ff_map.png
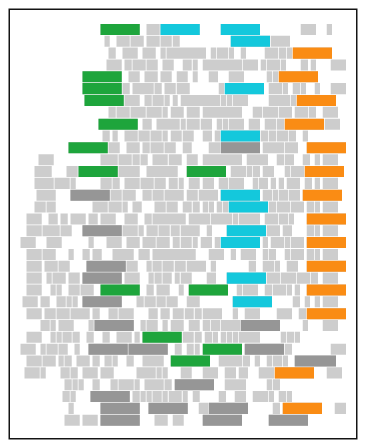
placed.png
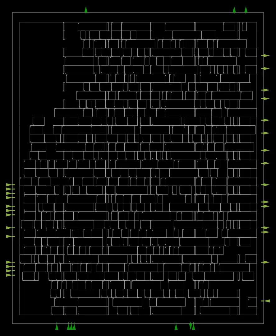
route_heat.png
Bar = 20 um. The die is cut into 16 by 20 equal tiles; dark purple is low, yellow is high, scaled to the fullest tile. Values are wire area over tile area, all layers added.
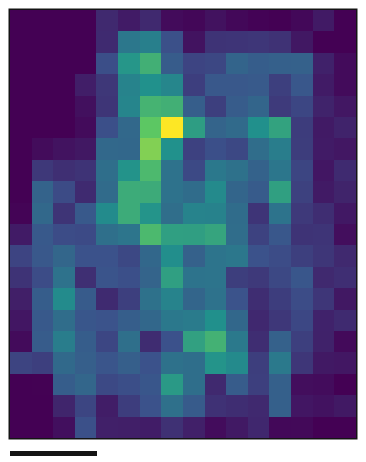
m4.png
Bar = 20 um. Supply wires on this layer in grey.
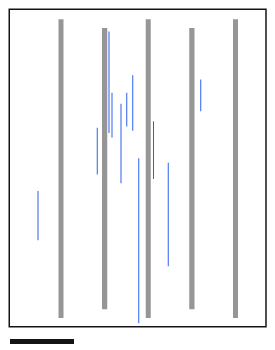
clock_wires.png
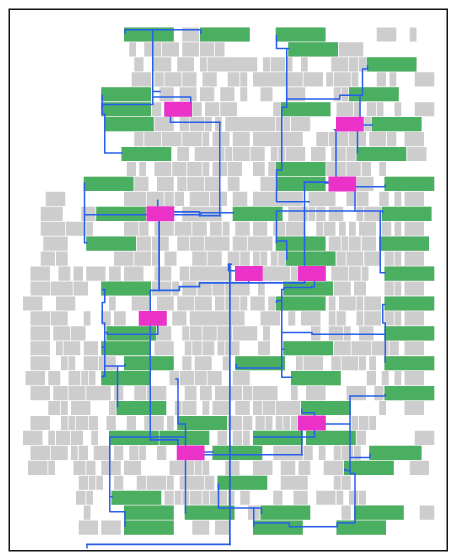
`config.mk`:
```
export PLATFORM = sky130hd
export DESIGN_NAME = logit_approx
export DESIGN_NICKNAME = d
export VERILOG_FILES = /design/src/rtl/logit_approx_pkg.sv /design/src/rtl/logit_approx_isqrt_seq.sv /design/src/rtl/logit_approx.sv
export SDC_FILE = /design/constraint.sdc
export NUM_CORES = 1
export LEC_CHECK = 0
export CORE_ASPECT_RATIO = 1.25
export CORE_MARGIN = 2
export CORE_UTILIZATION = 55
export DETAILED_ROUTE_END_ITERATION = 16
export PLACE_DENSITY = 0.77
export SETUP_SLACK_MARGIN = 0.4
export SLEW_MARGIN = 25
export SYNTH_ARGS = -nofsm -noshare
export SYNTH_HDL_FRONTEND = slang
export SYNTH_SLANG_ARGS = --single-unit
```
`constraint.sdc`:
```
create_clock -name clk -period 4.2 [get_ports clk]
set_clock_uncertainty 0.15 [all_clocks]
set_input_delay 1.05 -clock clk [delete_from_list [all_inputs] [get_ports clk]]
set_output_delay 1.05 -clock clk [all_outputs]
set_load 0.005 [all_outputs]
```
`src/rtl/logit_approx_pkg.sv`:
```
// Shared fixed-point helpers and FSM encoding for the logit approximation block.
package logit_approx_pkg;

   // Controller states: waiting for a sample, square-root iterations, result held.
   typedef enum logic [1:0] {
      ST_IDLE = 2'd0,
      ST_ITER = 2'd1,
      ST_DONE = 2'd2
   } state_t;

   // Fixed-point 1.0 for a given number of fractional bits.
   function automatic int fp_one(input int frac_bits);
      return 32'sd1 << frac_bits;
   endfunction

   // Fixed-point 0.5 for a given number of fractional bits.
   function automatic int fp_half(input int frac_bits);
      return 32'sd1 << (frac_bits - 32'sd1);
   endfunction

endpackage

```
`src/rtl/logit_approx_isqrt_seq.sv`:
```
// Bit-serial restoring square root: one root bit per clock, RAD_WIDTH/2 steps.
// The first step is performed on the start edge itself so the root is complete
// RAD_WIDTH/2 - 1 edges later; done pulses for one cycle when it is.
module isqrt_seq
   import logit_approx_pkg::*;
#(
   parameter int RAD_WIDTH = 22
) (
   input  logic                   clk,
   input  logic                   rst_n,
   input  logic                   start,
   input  logic [RAD_WIDTH-1:0]   radicand,
   output logic                   busy,
   output logic                   done,
   output logic [RAD_WIDTH/2-1:0] root
);

   localparam int ROOT_W = RAD_WIDTH / 2;
   localparam int REM_W  = ROOT_W + 2;
   localparam int CNT_W  = $clog2(ROOT_W);

   logic [RAD_WIDTH-1:0] rad_r;
   logic [REM_W-1:0]     rem_r;
   logic [ROOT_W-1:0]    root_r;
   logic [CNT_W-1:0]     cnt_r;
   logic                 busy_r;
   logic                 done_r;

   logic [REM_W-1:0]     rem_in_s;
   logic [ROOT_W-1:0]    root_in_s;
   logic [1:0]           pair_s;
   logic [REM_W+ROOT_W-1:0] step_s;

   // One restoring digit step: bring in two radicand bits, trial-subtract 4*root+1.
   // The remainder never exceeds 2*root, so the dropped upper bits are always zero.
   function automatic logic [REM_W+ROOT_W-1:0] sqrt_step(
      input logic [REM_W-1:0]  rem,
      input logic [ROOT_W-1:0] rt,
      input logic [1:0]        pair
   );
      logic [REM_W+1:0] shifted;
      logic [REM_W+2:0] trial;
      shifted = {rem, pair};
      trial   = {1'b0, shifted} - (REM_W+3)'({rt, 2'b01});
      if (trial[REM_W+2]) begin
         return {shifted[REM_W-1:0], rt[ROOT_W-2:0], 1'b0};
      end else begin
         return {trial[REM_W-1:0], rt[ROOT_W-2:0], 1'b1};
      end
   endfunction

   // Select step operands: fresh radicand on start, running state otherwise.
   always_comb begin
      rem_in_s  = '0;
      root_in_s = '0;
      pair_s    = 2'b00;
      if (start) begin
         rem_in_s  = '0;
         root_in_s = '0;
         pair_s    = radicand[RAD_WIDTH-1 -: 2];
      end else begin
         rem_in_s  = rem_r;
         root_in_s = root_r;
         pair_s    = rad_r[RAD_WIDTH-1 -: 2];
      end
      step_s = sqrt_step(rem_in_s, root_in_s, pair_s);
   end

   // Iteration state: radicand shifter, remainder, partial root and step counter.
   always_ff @(posedge clk or negedge rst_n) begin
      if (!rst_n) begin
         rad_r  <= '0;
         rem_r  <= '0;
         root_r <= '0;
         cnt_r  <= '0;
         busy_r <= 1'b0;
         done_r <= 1'b0;
      end else if (start) begin
         rad_r  <= {radicand[RAD_WIDTH-3:0], 2'b00};
         rem_r  <= step_s[REM_W+ROOT_W-1 -: REM_W];
         root_r <= step_s[ROOT_W-1:0];
         cnt_r  <= CNT_W'(ROOT_W - 1);
         busy_r <= 1'b1;
         done_r <= 1'b0;
      end else if (busy_r) begin
         rad_r  <= {rad_r[RAD_WIDTH-3:0], 2'b00};
         rem_r  <= step_s[REM_W+ROOT_W-1 -: REM_W];
         root_r <= step_s[ROOT_W-1:0];
         cnt_r  <= cnt_r - CNT_W'(1);
         if (cnt_r == CNT_W'(1)) begin
            busy_r <= 1'b0;
            done_r <= 1'b1;
         end else begin
            busy_r <= 1'b1;
            done_r <= 1'b0;
         end
      end else begin
         done_r <= 1'b0;
      end
   end

   assign busy = busy_r;
   assign done = done_r;
   assign root = root_r;

endmodule

```
`src/rtl/logit_approx.sv`:
```
// Inverse of the piecewise-quadratic sigmoid: x = +/-4*(1 - sqrt(2*d)).
// One sample in flight, valid/ready on both sides, square root computed bit-serially.
module logit_approx
   import logit_approx_pkg::*;
#(
   parameter int DATA_WIDTH = 16,
   parameter int FRAC_BITS  = 10
) (
   input  logic                  clk,
   input  logic                  rst_n,
   input  logic [DATA_WIDTH-1:0] i_data,
   input  logic                  i_valid,
   output logic                  i_ready,
   output logic [DATA_WIDTH-1:0] o_data,
   output logic                  o_valid,
   input  logic                  o_ready
);

   // Radicand T<<F is 2F+1 bits wide, padded to an even width for the root engine.
   localparam int RAD_WIDTH  = 2 * FRAC_BITS + 2;
   localparam int ROOT_WIDTH = RAD_WIDTH / 2;

   localparam logic [FRAC_BITS:0]    ONE_F  = (FRAC_BITS+1)'(fp_one(FRAC_BITS));
   localparam logic [FRAC_BITS:0]    HALF_F = (FRAC_BITS+1)'(fp_half(FRAC_BITS));
   localparam logic [DATA_WIDTH-1:0] ONE_D  = DATA_WIDTH'(fp_one(FRAC_BITS));

   state_t                  state_r;
   state_t                  state_nxt_s;
   logic                    ready_r;
   logic                    neg_r;
   logic [DATA_WIDTH-1:0]   o_data_r;
   logic                    o_valid_r;

   logic [FRAC_BITS:0]      pc_s;
   logic                    neg_s;
   logic [FRAC_BITS:0]      d_s;
   logic [FRAC_BITS:0]      t_s;
   logic [RAD_WIDTH-1:0]    rad_s;
   logic                    start_s;
   logic                    busy_s;
   logic                    done_s;
   logic [ROOT_WIDTH-1:0]   root_s;
   logic [DATA_WIDTH-1:0]   root_ext_s;
   logic [DATA_WIDTH-1:0]   m_s;
   logic [DATA_WIDTH-1:0]   x_s;

   // Clamp p into [0, ONE], fold onto the lower half and form the radicand 2*d<<F.
   always_comb begin
      pc_s = '0;
      if (i_data[DATA_WIDTH-1]) begin
         pc_s = '0;
      end else if (i_data > ONE_D) begin
         pc_s = ONE_F;
      end else begin
         pc_s = i_data[FRAC_BITS:0];
      end
      neg_s = (pc_s < HALF_F);
      if (neg_s) begin
         d_s = pc_s;
      end else begin
         d_s = ONE_F - pc_s;
      end
      t_s   = d_s << 1'b1;
      rad_s = {1'b0, t_s, {FRAC_BITS{1'b0}}};
   end

   // Scale the root back to the logit domain and apply the folded sign.
   always_comb begin
      root_ext_s = {{(DATA_WIDTH-ROOT_WIDTH){1'b0}}, root_s};
      m_s        = (ONE_D - root_ext_s) << 2'd2;
      if (neg_r) begin
         x_s = -m_s;
      end else begin
         x_s = m_s;
      end
   end

   isqrt_seq #(
      .RAD_WIDTH (RAD_WIDTH)
   ) u_isqrt (
      .clk      (clk),
      .rst_n    (rst_n),
      .start    (start_s),
      .radicand (rad_s),
      .busy     (busy_s),
      .done     (done_s),
      .root     (root_s)
   );

   // Controller state register.
   always_ff @(posedge clk or negedge rst_n) begin
      if (!rst_n) begin
         state_r <= ST_IDLE;
      end else begin
         state_r <= state_nxt_s;
      end
   end

   // Next-state logic and root-engine start strobe.
   always_comb begin
      state_nxt_s = state_r;
      start_s     = 1'b0;
      case (state_r)
         ST_IDLE: begin
            if (i_valid && !busy_s) begin
               start_s     = 1'b1;
               state_nxt_s = ST_ITER;
            end else begin
               state_nxt_s = ST_IDLE;
            end
         end
         ST_ITER: begin
            if (done_s) begin
               state_nxt_s = ST_DONE;
            end else begin
               state_nxt_s = ST_ITER;
            end
         end
         ST_DONE: begin
            if (o_ready) begin
               state_nxt_s = ST_IDLE;
            end else begin
               state_nxt_s = ST_DONE;
            end
         end
         default: begin
            state_nxt_s = ST_IDLE;
         end
      endcase
   end

   // Registered input-ready, high exactly while the controller sits in IDLE.
   always_ff @(posedge clk or negedge rst_n) begin
      if (!rst_n) begin
         ready_r <= 1'b1;
      end else begin
         ready_r <= (state_nxt_s == ST_IDLE);
      end
   end

   // Sign of the sample, captured on the accept edge.
   always_ff @(posedge clk or negedge rst_n) begin
      if (!rst_n) begin
         neg_r <= 1'b0;
      end else if (start_s) begin
         neg_r <= neg_s;
      end else begin
         neg_r <= neg_r;
      end
   end

   // Output register: load when the root completes, hold until downstream accepts.
   always_ff @(posedge clk or negedge rst_n) begin
      if (!rst_n) begin
         o_data_r  <= '0;
         o_valid_r <= 1'b0;
      end else if ((state_r == ST_ITER) && done_s) begin
         o_data_r  <= x_s;
         o_valid_r <= 1'b1;
      end else if ((state_r == ST_DONE) && o_ready) begin
         o_data_r  <= o_data_r;
         o_valid_r <= 1'b0;
      end else begin
         o_data_r  <= o_data_r;
         o_valid_r <= o_valid_r;
      end
   end

   assign i_ready = ready_r;
   assign o_data  = o_data_r;
   assign o_valid = o_valid_r;

endmodule
```
==> job_summary.md <==
### Flow metrics

| Metric | Value |
|---|---|
| Status | completed |
| Simple-Gate Fraction of Synth Area | 0.2024 |
| First-iteration detailed-routing DRC count | 197 |
| Most common flop cell mapped by yosys | sky130_fd_sc_hd__dfrtp_1 |
| R2R cell count | 12 |
| Mux share of post-synthesis cell area | 0.06684 |
| Critical Path Sink | u_isqrt.rem_r[6] |
| Power attributed to the clock group | 467 uW |
| XORs/XNORs by Area | 0.07611 |
| Warning count from the yosys run | 0 |
| Crit path max fanout | 9 |
| Placement Setup Slack | -177.2 ps |
| Worst hold path cell count | 2 |
| Final standard cell area without fillers | 4803 um2 |
| Endpoint arrival time on the critical path | 3730 ps |
| Count of final setup violators | 0 |
| Remaining design rule violation count | 0 |
| Worst Max-Slew Pin Slew | 697.5 ps |
| Yosys cell count | 447 |
| Worst Setup End Kind | flop |
| Int Power | 2400 uW |
| Series of cell instances along the critical path | clkdlybuf4s50_1 > nor4_1 > o211a_1 > mux2i_1 > o21ai_2 > buf_4 > a32oi_4 > nand2_4 > buf_12 > mux2i_1 > o221ai_1 |
| Die Size | 7809 um2 |
| All-Layer GR Usage | 0.2448 |
| Num Clock Sinks | 58 |
| Critical path data required time | 4240 ps |
| Most used routing layer | met2 |
| Nets | 537 |
| Total power per unit cell area | 882.5 nW/um2 |
| TritonCTS Buffers | 9 |
| Share of the clock period used by the worst path after layout | 0.8775 |
| Routability Congestion | 0.8861 |
| Setup crit start kind | input pin |
| Post-placement cell area | 4537 um2 |
| Wire length on met2 | 5.032 mm |
| Final cell utilization of the core | 0.6927 |
| Met2 track demand over resource in global routing | 0.4596 |
| End of the worst register-to-register path | u_isqrt.rem_r[6] |
| Clk latency late pin | 350 ps |
| Remaining number of nets flagged by the antenna check after routing | 0 |
| Crit-path slowest cell | sky130_fd_sc_hd__clkdlybuf4s50_1 |
| End point of the worst hold path | o_data[10] |
| Gate count after technology mapping | 447 |
| CP most frequent cell | sky130_fd_sc_hd__mux2i_1 |
| Final Max Slew Viols | 0 |
| Clock root buffer | sky130_fd_sc_hd__clkbuf_8 |
| Highest-count cells in the layout ignoring fill and taps | sky130_fd_sc_hd__nand2_1 (64), sky130_fd_sc_hd__dfrtp_1 (57), sky130_fd_sc_hd__nor2_1 (36), sky130_fd_sc_hd__buf_4 (35), sky130_fd_sc_hd__clkdlybuf4s50_1 (33) |
| Registers, synthesis | 58 |
| Share of the yosys chip area belonging to registers | 0.3713 |
| Ratio of cells with drive above 1 in the final layout | 0.1598 |
| Number of buffer and inverter instances along the worst setup path | 3 |
| Number of cells in the finished layout apart from fillers | 597 |
| Total power of the final layout | 4239 uW |
| Top-count cell post-synth | sky130_fd_sc_hd__nand2_1 |
| Commonest Layout Cell | sky130_fd_sc_hd__nand2_1 |
| Highest-power group | combinational logic |
| Synth async-reset ratio | 1.000 |
| Sequential cell fraction of total power | 0.250 |
| Antenna diode instance count | 0 |
| CTS tree | built |
| Maximum cell stage delay along the critical path | 470 ps |
| Port bufs | 35 |
| YS chip area | 3913 um2 |
| Routed wire per std cell | 15.50 um |
| Worst VDD drop | 363.7 uV |
| Largest area contributor in the synthesized netlist | sky130_fd_sc_hd__dfrtp_1 |
| Detailed-routed wire length on met3 | 338 um |
| Slew headroom | 0.5345 |
| Clock transition at the registers of the reported paths | 70 ps |
| Via count of the first global-routing pass | 3372 |
| Final TNS setup | 0 ps |
| Number of hold violations in the final report | 0 |
| Maximum number of pins on one net before global-route repair | 44 |
| First element of the critical path | i_data[6] |
| Sw Share | 0.4338 |
| Part of the power in combinational logic | 0.640 |
| Global-route wire length before repair | 15.24 mm |
| Met3 track demand over resource in global routing | 0.03882 |
| Number of buffers between clock root and the deepest sink | 2 |
| GR Util met1 | 0.2692 |
| Least setup slack across all paths after layout | 514.3 ps |
| Number of distinct library cell variants in the gate-level netlist after synthesis | 67 |
| Boundary Pins | 38 |
| Clock network fraction of total power | 0.110 |
| Instance count after placement with tap cells included | 576 |
| Share of synthesized cell area in full adder, half adder and majority cells | 0.04797 |
Back to the opening pictures, ff_map.png:
- u_isqrt.rem_r: green (flops 13)
- o_data: orange (flops 14)
- u_isqrt.root: cyan (flops 11)
- not coloured: 20

Back to the opening pictures, placed.png:
area inside the core boundary: 6934 um2
number of core rows: 34
flop share of the area: 0.3024
# Taps: 90
number of sequential cells in the layout: 58

Back to the opening pictures, route_heat.png:
- mean over tiles: 0.19
- densest ninth of the die: centre
- emptiest ninth of the die: north-west
- nearly empty tiles: 13%
vias after detailed routing: 3479
total detailed-routing wirelength: 9.251 mm

Back to the opening pictures, m4.png:
- wire length on this layer: 236 um
- nets with wire on the layer: 9
- share of all routed wire: 2.6%
- longest straight run: 51.0 um
- main direction: vertical

Back to the opening pictures, clock_wires.png:
- clock-net drivers: magenta (count 9)
- clock wires: blue (length 782 um)
- flip-flops: green (count 58)
- flops lie: all over the die

-- cell type report --
class | count | area [um2]
clock buffer | 10 | 137.6
clock inverter | 6 | 41.29
fill | 556 | 2131
inverter | 14 | 52.55
multi-input combinational | 349 | 2389
sequential | 58 | 1453
tap | 90 | 112.6
timing repair buffer | 70 | 618.1
-- registers in the layout, summed over array words and instances, names as in the netlist --
name / flops
u_isqrt.rem_r: 13
u_isqrt.done: 1
u_isqrt.rad_r: 9
state_r: 2
o_data: 14
u_isqrt.cnt_r: 4
u_isqrt.root: 11
u_isqrt.busy: 1
o_valid: 1
i_ready: 1
neg_r: 1
-- what timing repair did --
action / 4_1_cts / 5_1_grt
setup endpoints to repair: 14 / 12
buffers inserted: 0 / 4
cloned: 1 / 0
resized: 2 / 6
pin swaps: 0 / 3
Power figures rest on the tool's default switching activity, not on a simulated workload.
